--- src/rtl/branch_update_queue_if.sv ---
// rtl/branch_update_queue_if.sv - fetch/execute/predictor-update signal bundle for the branch update queue
interface branch_update_queue_if #(
    parameter int DEPTH = 8,
    parameter int IDX_W = 5
);
    localparam int TAG_W = $clog2(DEPTH);

    // Fetch-side allocation
    logic             alloc_v_i;
    logic [IDX_W-1:0] alloc_idx_i;
    logic             alloc_pred_i;
    logic             alloc_ready_o;
    logic [TAG_W-1:0] alloc_tag_o;

    // Execute-side resolution
    logic             resolve_v_i;
    logic [TAG_W-1:0] resolve_tag_i;
    logic             resolve_taken_i;

    // Predictor update port and redirect flag
    logic             update_o;
    logic [IDX_W-1:0] update_addr_o;
    logic             br_taken_o;
    logic             mispredict_o;

    // Occupancy status
    logic [TAG_W:0]   count_o;
    logic             empty_o;
    logic             full_o;

    // Driven by fetch/execute; observes the queue
    modport master (
        output alloc_v_i, alloc_idx_i, alloc_pred_i,
        output resolve_v_i, resolve_tag_i, resolve_taken_i,
        input  alloc_ready_o, alloc_tag_o,
        input  update_o, update_addr_o, br_taken_o, mispredict_o,
        input  count_o, empty_o, full_o
    );

    // The queue itself
    modport slave (
        input  alloc_v_i, alloc_idx_i, alloc_pred_i,
        input  resolve_v_i, resolve_tag_i, resolve_taken_i,
        output alloc_ready_o, alloc_tag_o,
        output update_o, update_addr_o, br_taken_o, mispredict_o,
        output count_o, empty_o, full_o
    );
endinterface

--- src/rtl/branch_update_queue.sv ---
// rtl/branch_update_queue.sv - in-order retire queue feeding branch predictor updates with mispredict flush
module branch_update_queue #(
    parameter int DEPTH = 8,
    parameter int IDX_W = 5
) (
    input  logic                  clk_i,
    input  logic                  reset_i,
    branch_update_queue_if.slave  bus
);
    localparam int TAG_W = $clog2(DEPTH);

    // Per-slot state; slot number doubles as the branch tag
    logic [DEPTH-1:0] entValid;
    logic [DEPTH-1:0] entResolved;
    logic [DEPTH-1:0] entPred;
    logic [DEPTH-1:0] entTaken;
    logic [IDX_W-1:0] entIdx [DEPTH];

    // Pointers carry an extra wrap bit so full and empty are distinguishable
    logic [TAG_W:0]   headPtr;
    logic [TAG_W:0]   tailPtr;
    logic [TAG_W:0]   headNext;
    logic [TAG_W:0]   tailNext;
    logic [TAG_W:0]   countNext;

    logic [TAG_W-1:0] headTag;
    logic [TAG_W-1:0] tailTag;
    logic [TAG_W-1:0] resolveTag;

    logic             headRetire;
    logic             flushNow;
    logic             allocReady;
    logic             allocFire;
    logic             resolveHit;

    assign headTag    = headPtr[TAG_W-1:0];
    assign tailTag    = tailPtr[TAG_W-1:0];
    assign resolveTag = bus.resolve_tag_i;

    // The head leaves once its outcome is known; a wrong guess there kills everything younger
    assign headRetire = entValid[headTag] && entResolved[headTag];
    assign flushNow   = headRetire && (entTaken[headTag] != entPred[headTag]);

    // full_o is registered so a same-cycle retire cannot free the slot for this cycle's allocation
    assign allocReady = !bus.full_o && !flushNow;
    assign allocFire  = bus.alloc_v_i && allocReady;

    // Only the first outcome for a live entry counts; the tail slot is never valid
    // before its allocation edge, so a same-cycle resolve to it falls through
    assign resolveHit = bus.resolve_v_i && entValid[resolveTag] && !entResolved[resolveTag];

    assign bus.alloc_ready_o = allocReady;
    assign bus.alloc_tag_o   = tailTag;

    // Next pointer and occupancy values; a flush collapses the queue onto the advanced head
    always_comb begin
        headNext  = headPtr + (TAG_W+1)'(headRetire);
        tailNext  = tailPtr + (TAG_W+1)'(allocFire);
        countNext = bus.count_o + (TAG_W+1)'(allocFire) - (TAG_W+1)'(headRetire);
        if (flushNow) begin
            tailNext  = headNext;
            countNext = '0;
        end
    end

    // Entry storage: allocate at tail, record outcomes by tag, clear at head or on flush
    always_ff @(posedge clk_i or negedge reset_i) begin
        if (!reset_i) begin
            entValid    <= '0;
            entResolved <= '0;
            entPred     <= '0;
            entTaken    <= '0;
            for (int i = 0; i < DEPTH; i++) begin
                entIdx[i] <= '0;
            end
        end else if (flushNow) begin
            // Resolves landing in the same cycle are discarded along with their entries
            entValid <= '0;
        end else begin
            if (headRetire) begin
                entValid[headTag] <= 1'b0;
            end
            if (resolveHit) begin
                entResolved[resolveTag] <= 1'b1;
                entTaken[resolveTag]    <= bus.resolve_taken_i;
            end
            if (allocFire) begin
                entValid[tailTag]    <= 1'b1;
                entResolved[tailTag] <= 1'b0;
                entPred[tailTag]     <= bus.alloc_pred_i;
                entIdx[tailTag]      <= bus.alloc_idx_i;
            end
        end
    end

    // Pointers and registered occupancy flags
    always_ff @(posedge clk_i or negedge reset_i) begin
        if (!reset_i) begin
            headPtr     <= '0;
            tailPtr     <= '0;
            bus.count_o <= '0;
            bus.empty_o <= 1'b1;
            bus.full_o  <= 1'b0;
        end else begin
            headPtr     <= headNext;
            tailPtr     <= tailNext;
            bus.count_o <= countNext;
            bus.empty_o <= (headNext == tailNext);
            bus.full_o  <= (headNext[TAG_W] != tailNext[TAG_W]) &&
                           (headNext[TAG_W-1:0] == tailNext[TAG_W-1:0]);
        end
    end

    // Predictor update port: pulse per retirement, address and outcome held between pulses
    always_ff @(posedge clk_i or negedge reset_i) begin
        if (!reset_i) begin
            bus.update_o      <= 1'b0;
            bus.mispredict_o  <= 1'b0;
            bus.update_addr_o <= '0;
            bus.br_taken_o    <= 1'b0;
        end else begin
            bus.update_o     <= headRetire;
            bus.mispredict_o <= flushNow;
            if (headRetire) begin
                bus.update_addr_o <= entIdx[headTag];
                bus.br_taken_o    <= entTaken[headTag];
            end
        end
    end
endmodule

--- src/flat_wrapper.sv ---
// flat-port wrapper written by rule: the top's interface ports become plain ports
module branch_update_queue_flat 
#(
    parameter int DEPTH = 8,
    parameter int IDX_W = 5
)
  (clk_i, reset_i, bus_alloc_v_i, bus_alloc_idx_i, bus_alloc_pred_i, bus_resolve_v_i, bus_resolve_tag_i, bus_resolve_taken_i, bus_alloc_ready_o, bus_alloc_tag_o, bus_update_o, bus_update_addr_o, bus_br_taken_o, bus_mispredict_o, bus_count_o, bus_empty_o, bus_full_o);
  branch_update_queue_if #(.DEPTH(DEPTH), .IDX_W(IDX_W)) bus_i ();
  input  logic clk_i;
  input  logic reset_i;
  input wire logic [$bits(bus_i.alloc_v_i)-1:0] bus_alloc_v_i;
  input wire logic [$bits(bus_i.alloc_idx_i)-1:0] bus_alloc_idx_i;
  input wire logic [$bits(bus_i.alloc_pred_i)-1:0] bus_alloc_pred_i;
  input wire logic [$bits(bus_i.resolve_v_i)-1:0] bus_resolve_v_i;
  input wire logic [$bits(bus_i.resolve_tag_i)-1:0] bus_resolve_tag_i;
  input wire logic [$bits(bus_i.resolve_taken_i)-1:0] bus_resolve_taken_i;
  output wire logic [$bits(bus_i.alloc_ready_o)-1:0] bus_alloc_ready_o;
  output wire logic [$bits(bus_i.alloc_tag_o)-1:0] bus_alloc_tag_o;
  output wire logic [$bits(bus_i.update_o)-1:0] bus_update_o;
  output wire logic [$bits(bus_i.update_addr_o)-1:0] bus_update_addr_o;
  output wire logic [$bits(bus_i.br_taken_o)-1:0] bus_br_taken_o;
  output wire logic [$bits(bus_i.mispredict_o)-1:0] bus_mispredict_o;
  output wire logic [$bits(bus_i.count_o)-1:0] bus_count_o;
  output wire logic [$bits(bus_i.empty_o)-1:0] bus_empty_o;
  output wire logic [$bits(bus_i.full_o)-1:0] bus_full_o;
  assign bus_i.alloc_v_i = bus_alloc_v_i;
  assign bus_i.alloc_idx_i = bus_alloc_idx_i;
  assign bus_i.alloc_pred_i = bus_alloc_pred_i;
  assign bus_i.resolve_v_i = bus_resolve_v_i;
  assign bus_i.resolve_tag_i = bus_resolve_tag_i;
  assign bus_i.resolve_taken_i = bus_resolve_taken_i;
  assign bus_alloc_ready_o = bus_i.alloc_ready_o;
  assign bus_alloc_tag_o = bus_i.alloc_tag_o;
  assign bus_update_o = bus_i.update_o;
  assign bus_update_addr_o = bus_i.update_addr_o;
  assign bus_br_taken_o = bus_i.br_taken_o;
  assign bus_mispredict_o = bus_i.mispredict_o;
  assign bus_count_o = bus_i.count_o;
  assign bus_empty_o = bus_i.empty_o;
  assign bus_full_o = bus_i.full_o;
  branch_update_queue #(.DEPTH(DEPTH), .IDX_W(IDX_W)) u_core (.clk_i(clk_i), .reset_i(reset_i), .bus(bus_i));
endmodule
--- config.mk ---
export PLATFORM = sky130hd
export DESIGN_NAME = branch_update_queue_flat
export DESIGN_NICKNAME = d
export VERILOG_FILES = /design/src/rtl/branch_update_queue_if.sv /design/src/rtl/branch_update_queue.sv /design/src/flat_wrapper.sv
export SDC_FILE = /design/constraint.sdc
export NUM_CORES = 1
export LEC_CHECK = 0
export CAP_MARGIN = 20
export CORE_AREA = 2 2 93 95
export DETAILED_ROUTE_END_ITERATION = 16
export DIE_AREA = 0 0 95 97
export GPL_TIMING_DRIVEN = 0
export PLACE_DENSITY = 0.79
export SKIP_CTS_REPAIR_TIMING = 1
export SLEW_MARGIN = 20
export SYNTH_ARGS = -nofsm -noshare
export SYNTH_HDL_FRONTEND = slang
export SYNTH_SLANG_ARGS = --single-unit
--- constraint.sdc ---
create_clock -name clk_i -period 4.2 [get_ports clk_i]
set_clock_uncertainty 0.05 [all_clocks]
set_input_delay 0.63 -clock clk_i [delete_from_list [all_inputs] [get_ports clk_i]]
set_output_delay 0.63 -clock clk_i [all_outputs]
set_load 0.005 [all_outputs]
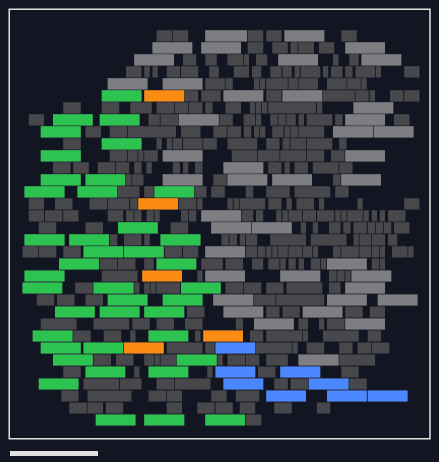
*Sequential cells grouped by signal name, run 1*
The bar under the picture is 20 um long. Other sequential cells in the stronger gray, the rest of the logic in the fainter gray.
blue -> `u_core.entPred`  # placed flops 8
green -> `u_core.entIdx`  # placed flops 40
orange -> `u_core.bus.update_addr_o`  # placed flops 5
not colored = 41

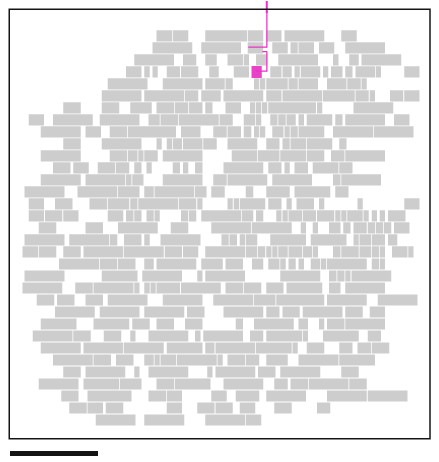
*Nets reached from selected ports, run 1*
The bar under the picture is 20 um long.
magenta -> `bus_alloc_v_i`  # bits 1, direction input, edge top, end cells 1, buffers 1, wire 20.1 um

==> results.toml, run 1 <==
# generated from flow reports
[run_status]
status = "finished clean"

[global_route]
use_met2_pct = 38.0
grt_pass1_wl_mm = 16.9
grt-busiest-layer = "met2"

[route]
top_layer = "met4"
drt_iter0_drc = 191

[timing]
setup_viol = 0
rsz0062_at_grt = "no"

[placed_design]
dp_cells = 510

[layout]
utilization_pct = 66.9
clock_area_share_pct = 4.43
ff_latch_area_um2 = 2350
drive_gt1_share_pct = 23.8
nets = 439

[worst_setup_path]
r2r_end = "u_core.bus.full_o$_DFF_PN0_"
cp-startpoint = "u_core.headPtr[2]$_DFF_PN0_"
worst_setup_path_start_kind = "register"

[cts]
cts-root-buf = "clkbuf_8"
path_clk_slew_ps = 100
htreeDepth = 3
clockBufferDepth = 2
numCtsBuffers = 9

[power_and_ir_drop]
p_total_w = 0.00476
p_int_w = 0.00293
power_frac_seq_pct = 34.7

[logic_synthesis]
ys_warn_count = 0
ys_area_um2 = 4740
synth_top_cell_by_area = "dfrtp_1"
syn-num-nets = 397
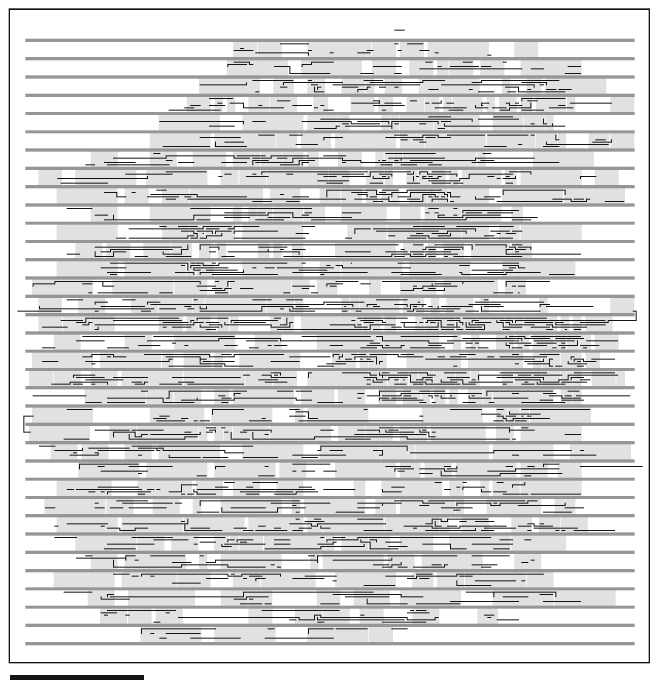
*M1 wires, run 1*
The bar under the picture is 20 um long. Supply wires on this layer in gray.
nets with wire on the layer = 409
longest straight run = 29.4 um
wire length on this layer = 4410 um
share of all routed wire = 43%

-- run 1: kinds of logic after synthesis --
| group | after synthesis | share of synthesized area, % |
|---|---|---|
| buffers and inverters | 40 | 3.93 |
| AOI/OAI and AO/OA | 61 | 10.1 |
| adders and majority gates | 9 | 2.53 |
| DFF | 94 | 49.6 |
| muxes | 87 | 24.0 |
| and+or+nand+nor | 64 | 6.38 |
| xor gates and xnor gates | 19 | 3.51 |
-- run 1: cells in the mapped netlist, drive strengths merged, types with 2 or more instances --
cell    instances
clkbuf          8
dfrtp          93
nand2          26
inv            21
ha              8
a21oi          26
xor2            4
a31oi           7
o41ai           6
nand2b          3
nand3           7
xnor2          15
nor4b           2
a221oi          2
mux4           13
nor3            2
nor2           15
and3b           2
o21ai           5
o211ai          8
buf            11
mux2i          10
nor2b           3
nand3b          2
mux2           64
--- run 2 (diff from run 1) ---
--- a/config.mk
+++ b/config.mk
@@ -6,9 +6,9 @@
 export NUM_CORES = 1
 export LEC_CHECK = 0
 export CAP_MARGIN = 20
-export CORE_AREA = 2 2 93 95
+export CORE_AREA = 2 2 130 69
 export DETAILED_ROUTE_END_ITERATION = 16
-export DIE_AREA = 0 0 95 97
+export DIE_AREA = 0 0 132 71
 export GPL_TIMING_DRIVEN = 0
 export PLACE_DENSITY = 0.79
 export SKIP_CTS_REPAIR_TIMING = 1
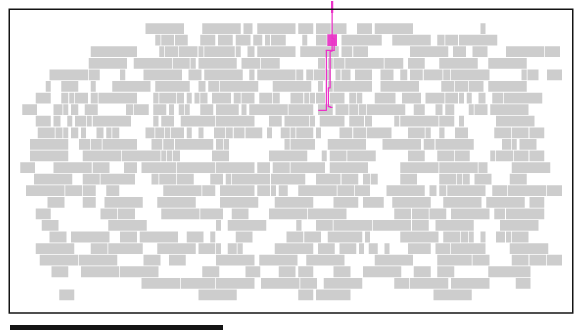
*Nets reached from selected ports, run 2*
The bar under the picture is 50 um long.
magenta -> `bus_alloc_v_i`  # bits 1, direction input, edge top, end cells 1, buffers 1, wire 45.1 um

==> results.toml, run 2 <==
# generated from flow reports
[route]
top_layer = "met4"
drt_iter0_drc = 351
antenna_left = 0

[logic_synthesis]
ys_area_um2 = 4740
simple_gate_area_share_pct = 6.38
synth_top_cell_by_area = "dfrtp_1"
most_common_cell = "dfrtp_1"
synthAdderAreaFrac_pct = 2.53
ys_warn_count = 0
muxShareOfSynthArea_pct = 24.0
synthTopLogicFamily = "multiplexers"
ys_sh_aoi_pct = 10.1
xor_share_pct = 3.51
syn-num-nets = 397
top_cells_by_count = "dfrtp_1 (93), mux2_2 (42), nand2_1 (26), a21oi_1 (19), mux2_1 (19)"

[worst_setup_path]
worst_setup_path_start_kind = "register"
cp-startpoint = "u_core.headPtr[2]$_DFF_PN0_"
reg2regPathDepth = 13
endpoint_kind = "output port"
r2r_end = "u_core.bus.full_o$_DFF_PN0_"

[power_and_ir_drop]
p_leak_nw = 2.30
p_total_w = 0.00493
p_int_w = 0.00302
power_frac_seq_pct = 34.0

[run_status]
status = "finished clean"

[flow_run]
cap_violations = 0

[global_route]
use_met2_pct = 34.9
grt_pass1_wl_mm = 17.4
grt-busiest-layer = "met1"

[cts]
cts-root-buf = "clkbuf_16"
path_clk_slew_ps = 60
htreeDepth = 3

[layout]
drive_gt1_share_pct = 22.9
utilization_pct = 66.2

[placed_design]
dp_cells = 522

[timing]
setup_viol = 0
-- run 2: cell counts after synthesis --
Identical to the previous run, type by type.
-- run 2: area by class of cell --
class / instances / area [um2]
fillers: 640 / 2810
flip-flops and latches: 94 / 2350
multi-input cells: 240 / 2200
repair buffers: 31 / 329
clock buffers: 13 / 260
well taps: 117 / 146
plain buffers: 19 / 105
inverters: 21 / 81.3
clock inverters: 1 / 30.0
-- run 2: power groups by stage --
stage | Sequential (W) | Clock [W] | Combinational (W)
floorplan | 0.00158 | 0 | 0.00179
global placement | 0.00165 | 0 | 0.00233
detailed placement | 0.00168 | 0 | 0.00242
CTS | 0.00166 | 0.000831 | 0.00243
global route | 0.00172 | 0.000869 | 0.00265
finish | 0.00167 | 0.000823 | 0.00243
No activity file was given, so power comes from the tool's default toggle rates.
